**Selected gate families**

(2 px per um)
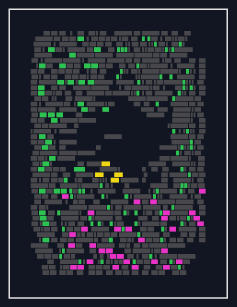
**Where the registers sit**

(2 px per um) Other sequential cells in the stronger grey, the rest of the logic in the fainter grey.
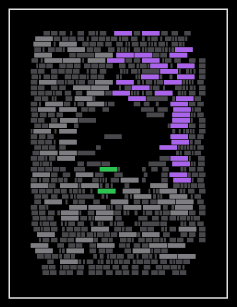
**Routed metal, one colour a layer**

(2 px per um)
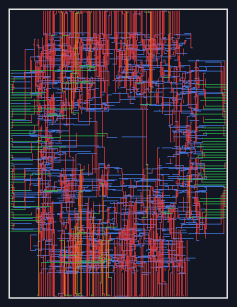
**I/O nets highlighted**

(3 px per um)
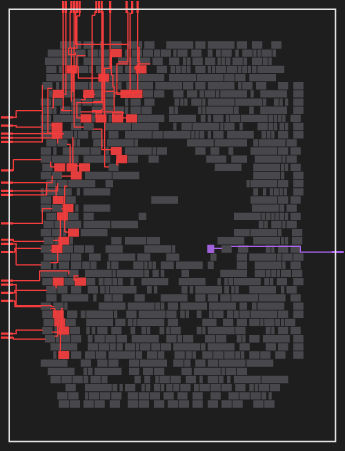
## src/rtl/dmem_arbiter_pkg.sv

```systemverilog
// dmem_arb_pkg
//   Shared definitions for the data-memory arbiter slice.
//   - arb_state_e       : arbiter FSM states (IDLE -> ACCESS -> RESP)
//   - PORT_CPU/PORT_DBG : requester index constants used as grant values
//   - DEFAULT_MEM_LIMIT : first illegal byte address of the data memory
package dmem_arb_pkg;

  typedef enum logic [1:0] {
    IDLE   = 2'd0,
    ACCESS = 2'd1,
    RESP   = 2'd2
  } arb_state_e;

  localparam int PORT_CPU = 0;
  localparam int PORT_DBG = 1;

  localparam int DEFAULT_MEM_LIMIT = 1024;

endpackage

```

## src/rtl/dmem_arbiter_if.sv

```systemverilog
// dmem_arbiter_if
//   Bundles the two requester ports and the data-memory port of the arbiter.
//   Requester side : REQn/WEn/ADDRn/WDn in, ACKn/ERR/RDATA/BUSY out
//   Memory side    : MEM_ADDR/MEM_RW/MEM_WD out, MEM_RD in
//   slave  modport : seen by the arbiter
//   master modport : seen by the environment (requesters plus memory)
interface dmem_arbiter_if #(
  parameter int ADDR_W = 32,
  parameter int DATA_W = 32
);

  logic              REQ0;
  logic              REQ1;
  logic              WE0;
  logic              WE1;
  logic [ADDR_W-1:0] ADDR0;
  logic [ADDR_W-1:0] ADDR1;
  logic [DATA_W-1:0] WD0;
  logic [DATA_W-1:0] WD1;

  logic              ACK0;
  logic              ACK1;
  logic              ERR;
  logic [DATA_W-1:0] RDATA;
  logic              BUSY;

  logic [ADDR_W-1:0] MEM_ADDR;
  logic              MEM_RW;
  logic [DATA_W-1:0] MEM_WD;
  logic [DATA_W-1:0] MEM_RD;

  modport slave (
    input  REQ0, REQ1, WE0, WE1, ADDR0, ADDR1, WD0, WD1, MEM_RD,
    output ACK0, ACK1, ERR, RDATA, BUSY, MEM_ADDR, MEM_RW, MEM_WD
  );

  modport master (
    output REQ0, REQ1, WE0, WE1, ADDR0, ADDR1, WD0, WD1, MEM_RD,
    input  ACK0, ACK1, ERR, RDATA, BUSY, MEM_ADDR, MEM_RW, MEM_WD
  );

endinterface

```

## src/rtl/dmem_arbiter_rr_pick.sv

```systemverilog
// dmem_rr_pick
//   Combinational two-way round-robin picker.
//   req[1:0] : request bits, bit n = port n
//   prio     : port favoured when both ports request
//   valid    : at least one request present
//   gnt      : index of the winning port (meaningful only when valid)
module dmem_rr_pick
  import dmem_arb_pkg::*;
(
  input  logic [1:0] req,
  input  logic       prio,
  output logic       valid,
  output logic       gnt
);

  // A lone requester always wins; prio only breaks a tie.
  always_comb begin
    valid = |req;
    gnt   = 1'(PORT_CPU);
    case (req)
      2'b01:   gnt = 1'(PORT_CPU);
      2'b10:   gnt = 1'(PORT_DBG);
      2'b11:   gnt = prio;
      default: gnt = 1'(PORT_CPU);
    endcase
  end

endmodule

```

## src/rtl/dmem_arbiter.sv

```systemverilog
// dmem_arbiter
//   Shares the single-ported word data memory between the CPU load/store
//   unit (port 0) and the debug/DMA loader (port 1). One access at a time:
//   IDLE -> ACCESS -> RESP -> IDLE, one access every three cycles.
//   CLK : system clock, rising edge
//   RST : asynchronous active-high reset
//   bus : dmem_arbiter_if.slave
//         REQn/WEn/ADDRn/WDn  request, held until ACKn
//         ACKn                one-cycle completion pulse in RESP
//         ERR                 out-of-range or misaligned access, with ACKn
//         RDATA               read data captured at the end of ACCESS
//         BUSY                high in ACCESS and RESP
//         MEM_ADDR/RW/WD/RD   data memory port
module dmem_arbiter
  import dmem_arb_pkg::*;
#(
  parameter int ADDR_W    = 32,
  parameter int DATA_W    = 32,
  parameter int MEM_LIMIT = DEFAULT_MEM_LIMIT
) (
  input logic           CLK,
  input logic           RST,
  dmem_arbiter_if.slave bus
);

  localparam logic [1:0] S_IDLE   = IDLE;
  localparam logic [1:0] S_ACCESS = ACCESS;
  localparam logic [1:0] S_RESP   = RESP;

  logic [1:0]        state;
  logic              prio;
  logic              gnt;
  logic              lat_we;
  logic              lat_err;
  logic [ADDR_W-1:0] lat_addr;
  logic [DATA_W-1:0] lat_wd;
  logic [DATA_W-1:0] rdata_q;

  logic              pick_valid;
  logic              pick_gnt;
  logic              win_we;
  logic              win_err;
  logic [ADDR_W-1:0] win_addr;
  logic [DATA_W-1:0] win_wd;

  dmem_rr_pick u_pick (
    .req   ({bus.REQ1, bus.REQ0}),
    .prio  (prio),
    .valid (pick_valid),
    .gnt   (pick_gnt)
  );

  // Winner's request fields, and its error status decided once at latch time.
  always_comb begin
    win_we   = pick_gnt ? bus.WE1   : bus.WE0;
    win_addr = pick_gnt ? bus.ADDR1 : bus.ADDR0;
    win_wd   = pick_gnt ? bus.WD1   : bus.WD0;
    win_err  = (win_addr >= ADDR_W'(MEM_LIMIT)) | (win_addr[1:0] != 2'b00);
  end

  // Requests are only looked at in IDLE; afterwards the latched copy drives
  // the memory, so requesters may change their inputs freely.
  // RDATA is cleared on writes and on errored accesses.
  always_ff @(posedge CLK or posedge RST) begin
    if (RST) begin
      state    <= S_IDLE;
      prio     <= 1'b0;
      gnt      <= 1'b0;
      lat_we   <= 1'b0;
      lat_err  <= 1'b0;
      lat_addr <= '0;
      lat_wd   <= '0;
      rdata_q  <= '0;
    end else begin
      case (state)
        S_IDLE: begin
          if (pick_valid) begin
            gnt      <= pick_gnt;
            prio     <= ~pick_gnt;
            lat_we   <= win_we;
            lat_err  <= win_err;
            lat_addr <= win_addr;
            lat_wd   <= win_wd;
            state    <= S_ACCESS;
          end
        end
        S_ACCESS: begin
          rdata_q <= (!lat_we && !lat_err) ? bus.MEM_RD : '0;
          state   <= S_RESP;
        end
        S_RESP: begin
          state <= S_IDLE;
        end
        default: begin
          state <= S_IDLE;
        end
      endcase
    end
  end

  // Everything below is decoded from registers only. MEM_RW depends on the
  // state register, so an asynchronous reset during ACCESS kills the write
  // before the next clock edge.
  assign bus.ACK0     = (state == S_RESP) & ~gnt;
  assign bus.ACK1     = (state == S_RESP) &  gnt;
  assign bus.ERR      = (state == S_RESP) &  lat_err;
  assign bus.RDATA    = rdata_q;
  assign bus.BUSY     = (state == S_ACCESS) | (state == S_RESP);
  assign bus.MEM_ADDR = lat_addr;
  assign bus.MEM_RW   = (state == S_ACCESS) & lat_we & ~lat_err;
  assign bus.MEM_WD   = lat_wd;

endmodule

```

## src/flat_wrapper.sv

```systemverilog
// flat-port wrapper written by rule: the top's interface ports become plain ports
module dmem_arbiter_flat import dmem_arb_pkg::*;
#(
  parameter int ADDR_W    = 32,
  parameter int DATA_W    = 32,
  parameter int MEM_LIMIT = DEFAULT_MEM_LIMIT
)
  (CLK, RST, bus_REQ0, bus_REQ1, bus_WE0, bus_WE1, bus_ADDR0, bus_ADDR1, bus_WD0, bus_WD1, bus_MEM_RD, bus_ACK0, bus_ACK1, bus_ERR, bus_RDATA, bus_BUSY, bus_MEM_ADDR, bus_MEM_RW, bus_MEM_WD);
  dmem_arbiter_if #(.ADDR_W(ADDR_W), .DATA_W(DATA_W)) bus_i ();
  input logic CLK;
  input logic RST;
  input wire logic [$bits(bus_i.REQ0)-1:0] bus_REQ0;
  input wire logic [$bits(bus_i.REQ1)-1:0] bus_REQ1;
  input wire logic [$bits(bus_i.WE0)-1:0] bus_WE0;
  input wire logic [$bits(bus_i.WE1)-1:0] bus_WE1;
  input wire logic [$bits(bus_i.ADDR0)-1:0] bus_ADDR0;
  input wire logic [$bits(bus_i.ADDR1)-1:0] bus_ADDR1;
  input wire logic [$bits(bus_i.WD0)-1:0] bus_WD0;
  input wire logic [$bits(bus_i.WD1)-1:0] bus_WD1;
  input wire logic [$bits(bus_i.MEM_RD)-1:0] bus_MEM_RD;
  output wire logic [$bits(bus_i.ACK0)-1:0] bus_ACK0;
  output wire logic [$bits(bus_i.ACK1)-1:0] bus_ACK1;
  output wire logic [$bits(bus_i.ERR)-1:0] bus_ERR;
  output wire logic [$bits(bus_i.RDATA)-1:0] bus_RDATA;
  output wire logic [$bits(bus_i.BUSY)-1:0] bus_BUSY;
  output wire logic [$bits(bus_i.MEM_ADDR)-1:0] bus_MEM_ADDR;
  output wire logic [$bits(bus_i.MEM_RW)-1:0] bus_MEM_RW;
  output wire logic [$bits(bus_i.MEM_WD)-1:0] bus_MEM_WD;
  assign bus_i.REQ0 = bus_REQ0;
  assign bus_i.REQ1 = bus_REQ1;
  assign bus_i.WE0 = bus_WE0;
  assign bus_i.WE1 = bus_WE1;
  assign bus_i.ADDR0 = bus_ADDR0;
  assign bus_i.ADDR1 = bus_ADDR1;
  assign bus_i.WD0 = bus_WD0;
  assign bus_i.WD1 = bus_WD1;
  assign bus_i.MEM_RD = bus_MEM_RD;
  assign bus_ACK0 = bus_i.ACK0;
  assign bus_ACK1 = bus_i.ACK1;
  assign bus_ERR = bus_i.ERR;
  assign bus_RDATA = bus_i.RDATA;
  assign bus_BUSY = bus_i.BUSY;
  assign bus_MEM_ADDR = bus_i.MEM_ADDR;
  assign bus_MEM_RW = bus_i.MEM_RW;
  assign bus_MEM_WD = bus_i.MEM_WD;
  dmem_arbiter #(.ADDR_W(ADDR_W), .DATA_W(DATA_W), .MEM_LIMIT(MEM_LIMIT)) u_core (.CLK(CLK), .RST(RST), .bus(bus_i));
endmodule
```

## config.mk

```make
export PLATFORM = sky130hd
export DESIGN_NAME = dmem_arbiter_flat
export DESIGN_NICKNAME = d
export VERILOG_FILES = /design/src/rtl/dmem_arbiter_pkg.sv /design/src/rtl/dmem_arbiter_if.sv /design/src/rtl/dmem_arbiter_rr_pick.sv /design/src/rtl/dmem_arbiter.sv /design/src/flat_wrapper.sv
export SDC_FILE = /design/constraint.sdc
export NUM_CORES = 1
export LEC_CHECK = 0
export CAP_MARGIN = 40
export CORE_ASPECT_RATIO = 1.4
export CORE_MARGIN = 10
export CORE_UTILIZATION = 41
export DETAILED_ROUTE_END_ITERATION = 12
export PLACE_DENSITY = 0.95
export SYNTH_ARGS = -nofsm -noshare
export SYNTH_HDL_FRONTEND = slang
export SYNTH_SLANG_ARGS = --single-unit
```

## constraint.sdc

```tcl
create_clock -name CLK -period 5.9 [get_ports CLK]
set_input_delay 1.18 -clock CLK [delete_from_list [all_inputs] [get_ports CLK]]
set_output_delay 1.18 -clock CLK [all_outputs]
set_load 0.005 [all_outputs]
```

==> impl_metrics.env <==
# source this file to load flow results
export IMPL_status="finished clean"
export IMPL_core_area_um2=10800
export IMPL_route_met2_wl_um=9150
export IMPL_cts_htree_levels=3
export IMPL_cts_resized=0
export IMPL_cts_made_buffers=9
export IMPL_skew_ns=0.0125
export IMPL_clockBufferDepth=2
export IMPL_cts_num_sinks=102
export IMPL_yosys_area_top_type_share_pct=57.1
export IMPL_relSlewSlack_pct=39.8
export IMPL_drive_gt1_share_pct=3.88
export IMPL_power_top_group="combinational cells"
export IMPL_whs_ns=0.483
export IMPL_worst_path_max_fanout=32
export IMPL_slew_violations=0
export IMPL_highest_layer="met4"
export IMPL_ys_chip_area_um2=4470
export IMPL_switchingPower_mw=0.963
export IMPL_fillers=778
export IMPL_clk_pin_slew_ns=0.06
export IMPL_overflow=0
export IMPL_placed_cells=822
export IMPL_design_area_um2=7550
export IMPL_power_mw=2.95
export IMPL_globalplace_congestion=0.964
export IMPL_finalSetupTns_ns=0
export IMPL_synth_seq_share_pct=57.1
export IMPL_end_kind="primary output"
export IMPL_routed_wl_met3_um=1220
export IMPL_fp_nets=604
export IMPL_firstDrtPassIters=6
export IMPL_setup_viol=0
export IMPL_vdd_drop_max_v=0.000236
export IMPL_max_freq_mhz=310
export IMPL_cts_root_buf="clkbuf_16"
export IMPL_busiest_layer="met2"
export IMPL_pre_cts_slack_ns=2.39
export IMPL_antenna_found_initial=0
export IMPL_die_h_um=144
export IMPL_comb_power_mw=1.29
export IMPL_chipArea_um2=15500
export IMPL_post_route_period_util_pct=54.7
export IMPL_ys_sh_mux_pct=7.16
export IMPL_synth_seq_cells=102
About 'selected gate families':
colour	family	cells	most used
magenta	mux cells	32	mux2i_1
green	aoi and oai cells	106	o21ai_0
yellow	fa/ha/maj cells	4	ha_1
most common cell after layout, fill and taps aside: clkdlybuf4s50_1
final non-filler cell total: 837
logic share of the area: 20.2%

About 'where the registers sit':
colour	netlist name	flops
purple	u_core.bus.RDATA	32
green	u_core.state	2
not coloured	68
seq pwr: 1.08 mW
Flop area: 2550 um2
Post-Route Utilization: 70.2%

About 'routed metal, one colour a layer':
colour	layer	wire length
green	M3	1220 um
blue	M1	5770 um
orange	M4	760 um
red	M2	9150 um
via count: 4312
Avg WL per Cell: 20.2 um
Total GRT Usage: 21.1%
final wirelength: 16900 um

About 'I/O nets highlighted':
colour	port	bits	direction	edge	end cells	buffers	wire
purple	bus_ERR	1	output	east	1	1	38.9 um
red	bus_WD1	32	input	19 west, 13 north	32	32	999 um
io pins: 267
IO buf count: 266

synth_stat cells:
cell,count
buf_2,7
mux2i_1,32
nand4b_1,1
o21ai_4,1
and2_1,2
a21oi_1,3
o21ai_0,60
o22ai_1,1
a21oi_2,1
nor2b_1,1
nand2_4,1
nand2b_2,1
nand4_1,1
buf_4,3
nand2_1,68
ha_1,4
nor4_1,11
a222oi_1,33
nor2_1,4
a31oi_1,2
and3b_1,1
nor3b_2,1
o21ai_1,5
dfrtp_1,102
nor2_2,1
buf_6,3
inv_1,69
clkbuf_1,13
a21o_1,1
or4_1,1
path summary, 6_finish.rpt:
| check | from | to | slack, ns | cells after the start |
|---|---|---|---|---|
| min | u_core.bus.MEM_ADDR[20] | u_core.bus.MEM_ADDR[20] | 0.48 | 2 |
| max in group asynchronous | RST | u_core.bus.RDATA[21] | 3.68 | 4 |
| max | u_core.state[1] | bus_MEM_RW | 2.67 | 5 |
| min in group asynchronous | RST | u_core.bus.MEM_WD[27] | 1.21 | 2 |
| min reg2reg | u_core.bus.MEM_ADDR[20] | u_core.bus.MEM_ADDR[20] | 0.48 | 2 |
| max reg2reg | u_core.state[0] | u_core.bus.MEM_ADDR[5] | 3.80 | 5 |
cell families after synthesis:
kind of cell | count (synthesis)
simple gates | 94
buf+inv | 95
flops | 102
fa+ha+maj | 4
mux | 32
compound gates | 107
worst max-delay path: stages, from the launching register on:
cell	delay, ns
dfrtp_1	0.37
inv_1	0.13
ha_1	0.27
buf_8	0.22
and3b_1	0.20
clkdlybuf4s50_1	0.51
layout make-up:
class	instances	area, um2	area share, %
Clock inverter	3	45.0	0.597
Timing Repair Buffer	273	2740	36.3
Sequential cell	102	2550	33.8
Tap cell	141	176	2.34
Multi-Input combinational cell	237	1530	20.2
Clock buffer	12	246	3.26
Inverter	69	262	3.46
No activity file was given, so power comes from the tool's default toggle rates.
